### Pin placement

(2 px per um) Pins as bars across the die edge, other pins in grey.
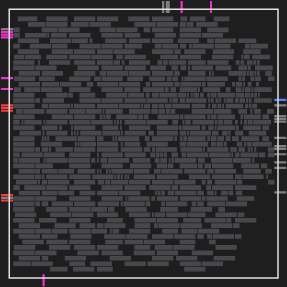
### I/O nets highlighted

(3 px per um)
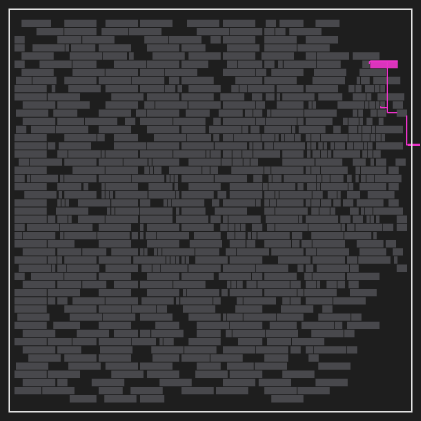
### Where the registers sit

(2 px per um) Other sequential cells in the stronger grey, the rest of the logic in the fainter grey.
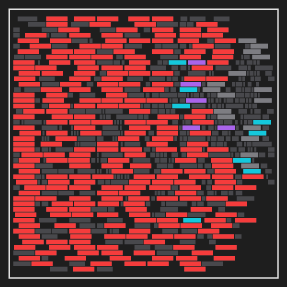
### Routing congestion map

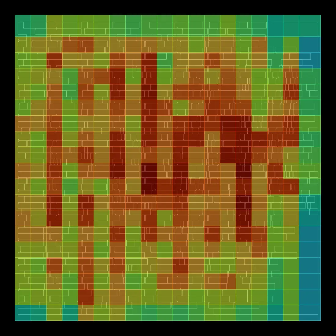
### Routed metal, one colour a layer

(3 px per um)
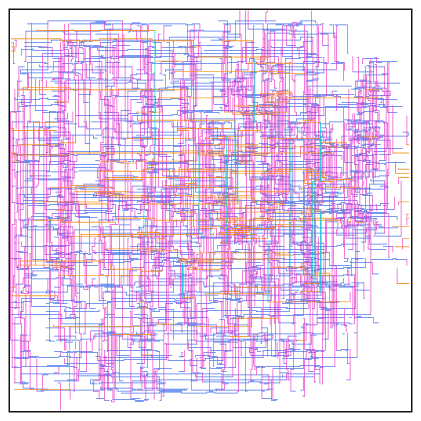
===== src/rtl/lcd_frame_writer_if.sv =====
// Port bundle between lcd_frame_writer and its host / LCD controller.
// slave = frame writer side, master = host/testbench side.
interface lcd_frame_writer_if #(
    parameter int ADDR_W = 5
);
    logic              start;
    logic              buf_we;
    logic [ADDR_W-1:0] buf_addr;
    logic [7:0]        buf_data;
    logic              lcd_busy;
    logic              lcd_we;
    logic              lcd_rs;
    logic [7:0]        lcd_data;
    logic              active;
    logic              done;

    modport slave (
        input  start, buf_we, buf_addr, buf_data, lcd_busy,
        output lcd_we, lcd_rs, lcd_data, active, done
    );

    modport master (
        output start, buf_we, buf_addr, buf_data, lcd_busy,
        input  lcd_we, lcd_rs, lcd_data, active, done
    );
endinterface


===== src/rtl/lcd_frame_writer.sv =====
// HD44780-style frame refresher: streams a ROWS x COLS character buffer to an LCD controller.
// Define LCD_CLEAR_EN to prefix every frame with the clear-display command (0x01).
module lcd_frame_writer #(
    parameter int COLS   = 16,
    parameter int ROWS   = 2,
    parameter int ADDR_W = 5
) (
    input  logic              CLK,
    input  logic              RST,
    lcd_frame_writer_if.slave bus
);
    localparam int DEPTH = ROWS * COLS;
    localparam int COL_W = (COLS > 1) ? $clog2(COLS) : 1;

    typedef enum logic [2:0] {
        S_IDLE,
        S_ROWCMD,
        S_CHAR,
        S_WAIT,
        S_DONE
`ifdef LCD_CLEAR_EN
        , S_CLR
`endif
    } state_t;

`ifdef LCD_CLEAR_EN
    localparam state_t FIRST_ISSUE = S_CLR;
`else
    localparam state_t FIRST_ISSUE = S_ROWCMD;
`endif

    logic [7:0]        mem_q [2**ADDR_W];
    state_t            state_q;
    state_t            ret_q;
    logic [1:0]        row_q;
    logic [COL_W-1:0]  col_q;
    logic [ADDR_W-1:0] idx_q;
    logic              pending_q;
    logic              active_q;
    logic              done_q;
    logic              rs_q;
    logic [7:0]        data_q;

    logic              issuing;
    logic              issue_rs;
    logic [7:0]        issue_byte;
    logic              lcd_go;

    // Set-DDRAM-address command for the first cell of a row.
    function automatic logic [7:0] row_cmd(input logic [1:0] row);
        case (row)
            2'd0:    row_cmd = 8'h80;
            2'd1:    row_cmd = 8'hC0;
            2'd2:    row_cmd = 8'(8'h80 + COLS);
            default: row_cmd = 8'(8'hC0 + COLS);
        endcase
    endfunction

    // NOTE: the character buffer has no reset; contents survive RST, and leaving it out
    // of the reset net lets synthesis map it onto plain storage.
    always_ff @(posedge CLK) begin
        if (bus.buf_we && int'(bus.buf_addr) < DEPTH)
            mem_q[bus.buf_addr] <= bus.buf_data;
    end

    // NOTE: every output of an always_comb gets a default first, so no path infers a latch.
    always_comb begin
        issuing    = 1'b0;
        issue_rs   = 1'b0;
        issue_byte = 8'h00;
        case (state_q)
`ifdef LCD_CLEAR_EN
            S_CLR: begin
                issuing    = 1'b1;
                issue_byte = 8'h01;
            end
`endif
            S_ROWCMD: begin
                issuing    = 1'b1;
                issue_byte = row_cmd(row_q);
            end
            S_CHAR: begin
                issuing    = 1'b1;
                issue_rs   = 1'b1;
                issue_byte = mem_q[idx_q];
            end
            default: ;
        endcase
    end

    // The strobe is gated by lcd_busy in the same cycle, so it never fires into a busy controller.
    assign lcd_go = issuing && !bus.lcd_busy;

    // NOTE: state registers use non-blocking assignments so every flop samples pre-edge values.
    always_ff @(posedge CLK or posedge RST) begin
        if (RST) begin
            state_q   <= S_IDLE;
            ret_q     <= S_IDLE;
            row_q     <= 2'd0;
            col_q     <= '0;
            idx_q     <= '0;
            pending_q <= 1'b0;
            active_q  <= 1'b0;
            done_q    <= 1'b0;
            rs_q      <= 1'b0;
            data_q    <= 8'h00;
        end else begin
            done_q <= 1'b0;
            if (bus.start && state_q != S_IDLE)
                pending_q <= 1'b1;
            if (lcd_go) begin
                rs_q   <= issue_rs;
                data_q <= issue_byte;
            end

            case (state_q)
                S_IDLE: begin
                    if (bus.start) begin
                        state_q  <= FIRST_ISSUE;
                        active_q <= 1'b1;
                    end
                end
`ifdef LCD_CLEAR_EN
                S_CLR: begin
                    if (lcd_go) begin
                        state_q <= S_WAIT;
                        ret_q   <= S_ROWCMD;
                    end
                end
`endif
                S_ROWCMD: begin
                    if (lcd_go) begin
                        state_q <= S_WAIT;
                        ret_q   <= S_CHAR;
                    end
                end
                S_CHAR: begin
                    if (lcd_go) begin
                        state_q <= S_WAIT;
                        idx_q   <= idx_q + 1'b1;
                        if (col_q == COL_W'(COLS - 1)) begin
                            col_q <= '0;
                            if (row_q == 2'(ROWS - 1)) begin
                                ret_q <= S_DONE;
                            end else begin
                                ret_q <= S_ROWCMD;
                                row_q <= row_q + 2'd1;
                            end
                        end else begin
                            col_q <= col_q + 1'b1;
                            ret_q <= S_CHAR;
                        end
                    end
                end
                S_WAIT: begin
                    if (!bus.lcd_busy) begin
                        state_q <= ret_q;
                        if (ret_q == S_DONE)
                            done_q <= 1'b1;
                    end
                end
                S_DONE: begin
                    row_q     <= 2'd0;
                    col_q     <= '0;
                    idx_q     <= '0;
                    pending_q <= 1'b0;
                    // A start seen in this very cycle counts as pending too.
                    if (pending_q || bus.start) begin
                        state_q <= FIRST_ISSUE;
                    end else begin
                        state_q  <= S_IDLE;
                        active_q <= 1'b0;
                    end
                end
                default: state_q <= S_IDLE;
            endcase
        end
    end

    assign bus.lcd_we   = lcd_go;
    assign bus.lcd_rs   = lcd_go ? issue_rs : rs_q;
    assign bus.lcd_data = lcd_go ? issue_byte : data_q;
    assign bus.active   = active_q;
    assign bus.done     = done_q;
endmodule


===== src/flat_wrapper.sv =====
// flat-port wrapper written by rule: the top's interface ports become plain ports
module lcd_frame_writer_flat 
#(
    parameter int COLS   = 16,
    parameter int ROWS   = 2,
    parameter int ADDR_W = 5
)
  (CLK, RST, bus_start, bus_buf_we, bus_buf_addr, bus_buf_data, bus_lcd_busy, bus_lcd_we, bus_lcd_rs, bus_lcd_data, bus_active, bus_done);
  lcd_frame_writer_if #(.ADDR_W(ADDR_W)) bus_i ();
  input  logic CLK;
  input  logic RST;
  input wire logic [$bits(bus_i.start)-1:0] bus_start;
  input wire logic [$bits(bus_i.buf_we)-1:0] bus_buf_we;
  input wire logic [$bits(bus_i.buf_addr)-1:0] bus_buf_addr;
  input wire logic [$bits(bus_i.buf_data)-1:0] bus_buf_data;
  input wire logic [$bits(bus_i.lcd_busy)-1:0] bus_lcd_busy;
  output wire logic [$bits(bus_i.lcd_we)-1:0] bus_lcd_we;
  output wire logic [$bits(bus_i.lcd_rs)-1:0] bus_lcd_rs;
  output wire logic [$bits(bus_i.lcd_data)-1:0] bus_lcd_data;
  output wire logic [$bits(bus_i.active)-1:0] bus_active;
  output wire logic [$bits(bus_i.done)-1:0] bus_done;
  assign bus_i.start = bus_start;
  assign bus_i.buf_we = bus_buf_we;
  assign bus_i.buf_addr = bus_buf_addr;
  assign bus_i.buf_data = bus_buf_data;
  assign bus_i.lcd_busy = bus_lcd_busy;
  assign bus_lcd_we = bus_i.lcd_we;
  assign bus_lcd_rs = bus_i.lcd_rs;
  assign bus_lcd_data = bus_i.lcd_data;
  assign bus_active = bus_i.active;
  assign bus_done = bus_i.done;
  lcd_frame_writer #(.COLS(COLS), .ROWS(ROWS), .ADDR_W(ADDR_W)) u_core (.CLK(CLK), .RST(RST), .bus(bus_i));
endmodule

===== config.mk =====
export PLATFORM = sky130hd
export DESIGN_NAME = lcd_frame_writer_flat
export DESIGN_NICKNAME = d
export VERILOG_FILES = /design/src/rtl/lcd_frame_writer_if.sv /design/src/rtl/lcd_frame_writer.sv /design/src/flat_wrapper.sv
export SDC_FILE = /design/constraint.sdc
export NUM_CORES = 1
export LEC_CHECK = 0
export CAP_MARGIN = 10
export CORE_UTILIZATION = 66
export CTS_CLUSTER_SIZE = 16
export DETAILED_ROUTE_END_ITERATION = 8
export PLACE_DENSITY = 0.87
export SLEW_MARGIN = 5
export SYNTH_ARGS = -nofsm -noshare
export SYNTH_HDL_FRONTEND = slang
export SYNTH_SLANG_ARGS = --single-unit

===== constraint.sdc =====
create_clock -name CLK -period 6.1 [get_ports CLK]
set_input_delay 0.915 -clock CLK [delete_from_list [all_inputs] [get_ports CLK]]
set_output_delay 0.915 -clock CLK [all_outputs]
set_load 0.01 [all_outputs]

==> job_summary.md <==
## PnR job results

| Metric | Value |
|---|---|
| Status | `finished clean` |
| # IOs | `30` |
| Final instance count without filler cells | `895` |
| Syn nets | `640` |
| Cell types with the highest counts after synthesis | `sky130_fd_sc_hd__edfxtp_1, sky130_fd_sc_hd__nor2_1, sky130_fd_sc_hd__mux4_2` |
| Tool warnings | `28` |
| Initial antenna violation count | `0` |
| Arrival time at the worst endpoint | `3.80 ns` |
| Overall via count from detail_route | `6161` |
| Registers with the highest flip-flop counts | `u_core.mem_q: 256 flops, u_core.data_q: 8 flops, u_core.idx_q: 5 flops` |
| Vias per Instance | `6.88` |
| Floorplan Core Area | `16800 um^2` |
| Min Tclk post-route | `4.72 ns` |
| Detailed Place HPWL | `14.9 mm` |
| Final-layout worst hold slack | `0.484 ns` |
| Top cells, area | `sky130_fd_sc_hd__edfxtp_1, sky130_fd_sc_hd__mux4_2, sky130_fd_sc_hd__dfrtp_1` |
| GRT Residual Overflow | `0` |
| Maximum number of pins on one net before global-route repair | `62` |
| Worst EP required | `5.18 ns` |
| Layout Cell Area excl Fill | `13000 um^2` |
| Ys async rst share | `10.2%` |
| Clock-pin slew on the worst setup and hold paths | `0.07 ns` |
| Clock buffer and inverter area fraction after layout | `8.47%` |
| Diodes inserted | `0` |
| Post-synth seq share | `73.5%` |
| Design Power | `0.00587 W` |
| Cts bufs inserted | `29` |
| Total Wirelength | `24.9 mm` |
| Aggregate negative setup slack | `0 ns` |
| Instance tally after logic synthesis | `617` |
| Post-route DRC violation count | `0` |
| Number of global-route vias before repair | `6302` |
| Non-clk buf share | `2.94%` |
| Pwr Density | `451 nW/um^2` |
| Instance area after placement | `11800 um^2` |
| Leakage power summed over all cells | `4.32 nW` |
| Dominant class by area | `registers` |
| Buffers inserted during post-CTS setup optimization | `0` |
| Relative area change from synthesis to final layout | `13.6%` |
| Slew at the pin closest to its max-slew limit | `1.26 ns` |
| Category of the worst setup path launch point | `register` |
| Number of maximum-capacitance constraint violations | `0` |
| Post-synth design cell area | `11400 um^2` |
| Distinct cells, synth | `56` |
| Share of post-route cells with drive strength above 1 | `16.6%` |
| # Taps | `220` |
| Fillers | `843` |
| Most used cells in the layout excluding fill and tap cells | `sky130_fd_sc_hd__edfxtp_1, sky130_fd_sc_hd__nor2_1, sky130_fd_sc_hd__mux4_2` |
| Most used flip-flop cell after synthesis | `sky130_fd_sc_hd__edfxtp_1` |
| Cell count after placement | `838` |
| Chip area in the Yosys report | `11400 um^2` |
| Critical path class | `reg2out` |
| 1st-iter DRT viols | `700` |
| Achievable frequency | `212 MHz` |
| Bufs w/o clock | `35` |
| Initial Util | `68.3%` |
| # clk buffers | `30` |
| Source-to-sink clock delay at the later pin of the worst-skew pair | `0.55 ns` |
| First-pass iteration count of the detailed router | `5` |
| Synth top cell by count | `sky130_fd_sc_hd__edfxtp_1` |
| Maximum VDD drop | `0.000344 V` |
| Class of the most critical hold timing path | `reg2reg` |
| Commonest non-fill, non-tap cell in the layout | `sky130_fd_sc_hd__edfxtp_1` |
| Worst R2R Setup Slack | `3.19 ns` |
| Routability cong. | `0.890` |
| Worst setup skew after layout | `0.0159 ns` |
| Worst setup slack after placement | `1.50 ns` |
| Hold Fails Final Rpt | `0` |
| Post-detailed-route count of antenna-violating nets | `0` |
| Worst rel slew slack | `16.0%` |
| Multi-input combinational cell count | `295` |
| Final setup violation count | `0` |
| Wire length of the first global-routing pass | `37.7 mm` |
| Number of logic inverters in the finished layout | `6` |
| Total Die Area | `17900 um^2` |
| Number of nets in the final layout | `675` |
| Clk buf depth | `3` |
| Max-slew violation count | `0` |
| Most flop-heavy register | `u_core.mem_q` |
| Fraction of synthesized cell area taken by the top area cell type | `67.2%` |
Back to the opening pictures, 'Pin placement':
Red stands for bus_buf_addr, pins 5, direction input, edge left. Blue stands for bus_active, pins 1, direction output, edge right. Magenta stands for bus_buf_data, pins 8, direction input, edge 5 left, 2 top, 1 bottom.
All pins by edge: 12 left, 12 right, 5 top, 1 bottom.
Die X: 134 um
number of buffer cells added on primary ports: 29
Die H: 134 um

Back to the opening pictures, 'I/O nets highlighted':
Magenta stands for bus_active, bits 1, direction output, end cells 1, buffers 1, wire 43.1 um.

Back to the opening pictures, 'Where the registers sit':
Purple stands for u_core.idx_q, placed flops 5. Cyan stands for u_core.data_q, placed flops 8. Red stands for u_core.mem_q, placed flops 256, where all over the die.
Seq area share: 64.8%
area used by sequential logic in the layout: 8420 um^2
utilization after layout: 77.6%
seq pwr: 0.00252 W

Back to the opening pictures, 'Routing congestion map':
most heavily used metal layer in global routing: met2
final routed wire length divided by cell count: 27.8 um
met2 routing resource usage after global routing: 48.4%
GRT Total Usage: 29.1%

Back to the opening pictures, 'Routed metal, one colour a layer':
Magenta stands for M2, wire length 12700 um. Orange stands for M3, wire length 2320 um. Cyan stands for M4, wire length 664 um. Blue stands for M1, wire length 9140 um.

## report_power, final
part	leakage, nW	switching (W)	internal, W
logic	1.14	0.000660	0.000681
clock network	0.535	0.000747	0.00126
registers	2.65	0.000295	0.00223
## kinds of logic after synthesis
family | Yosys count | share of synthesized area (%)
flip-flops | 285 | 73.5
AND/OR/NAND/NOR | 117 | 5.15
multiplexers | 96 | 13.8
AND-OR/OR-AND | 71 | 4.54
buffers and inverters | 37 | 1.99
XOR/XNOR | 6 | 0.459
adder cells (fa/ha/maj) | 5 | 0.547
## metal layers
metal  share of wire (%)  vias up  routed length, um  track usage [%]
li1                    -     2569                  -                -
met1                  37     3150               9140             39.6
met2                  51      384              12700             48.4
met3                 9.3       58               2320             5.71
met4                 2.7        0                664             8.96
met5                   0        -                  0                0
## final timing paths
| path | start | endpoint | cells past startpoint |
|---|---|---|---|
| max in group asynchronous | RST | u_core.idx_q[0] | 3 |
| min in group asynchronous | RST | u_core.data_q[7] | 2 |
| worst max register to register | u_core.idx_q[0] | u_core.data_q[6] | 5 |
| worst min register to register | u_core.col_q[3] | u_core.col_q[3] | 1 |
| worst min-delay path | u_core.col_q[3] | u_core.col_q[3] | 1 |
| worst max-delay path | u_core.idx_q[0] | bus_lcd_data[6] | 6 |
## critical path, stage by stage (launching register included)
cell                              delay (ns)
sky130_fd_sc_hd__dfrtp_4                0.91
sky130_fd_sc_hd__buf_4                  0.48
sky130_fd_sc_hd__mux4_2                 0.58
sky130_fd_sc_hd__a22oi_1                0.24
sky130_fd_sc_hd__a21oi_1                0.15
sky130_fd_sc_hd__a221o_1                0.40
sky130_fd_sc_hd__clkdlybuf4s50_1        0.49
Power and IR drop assume default switching activity.
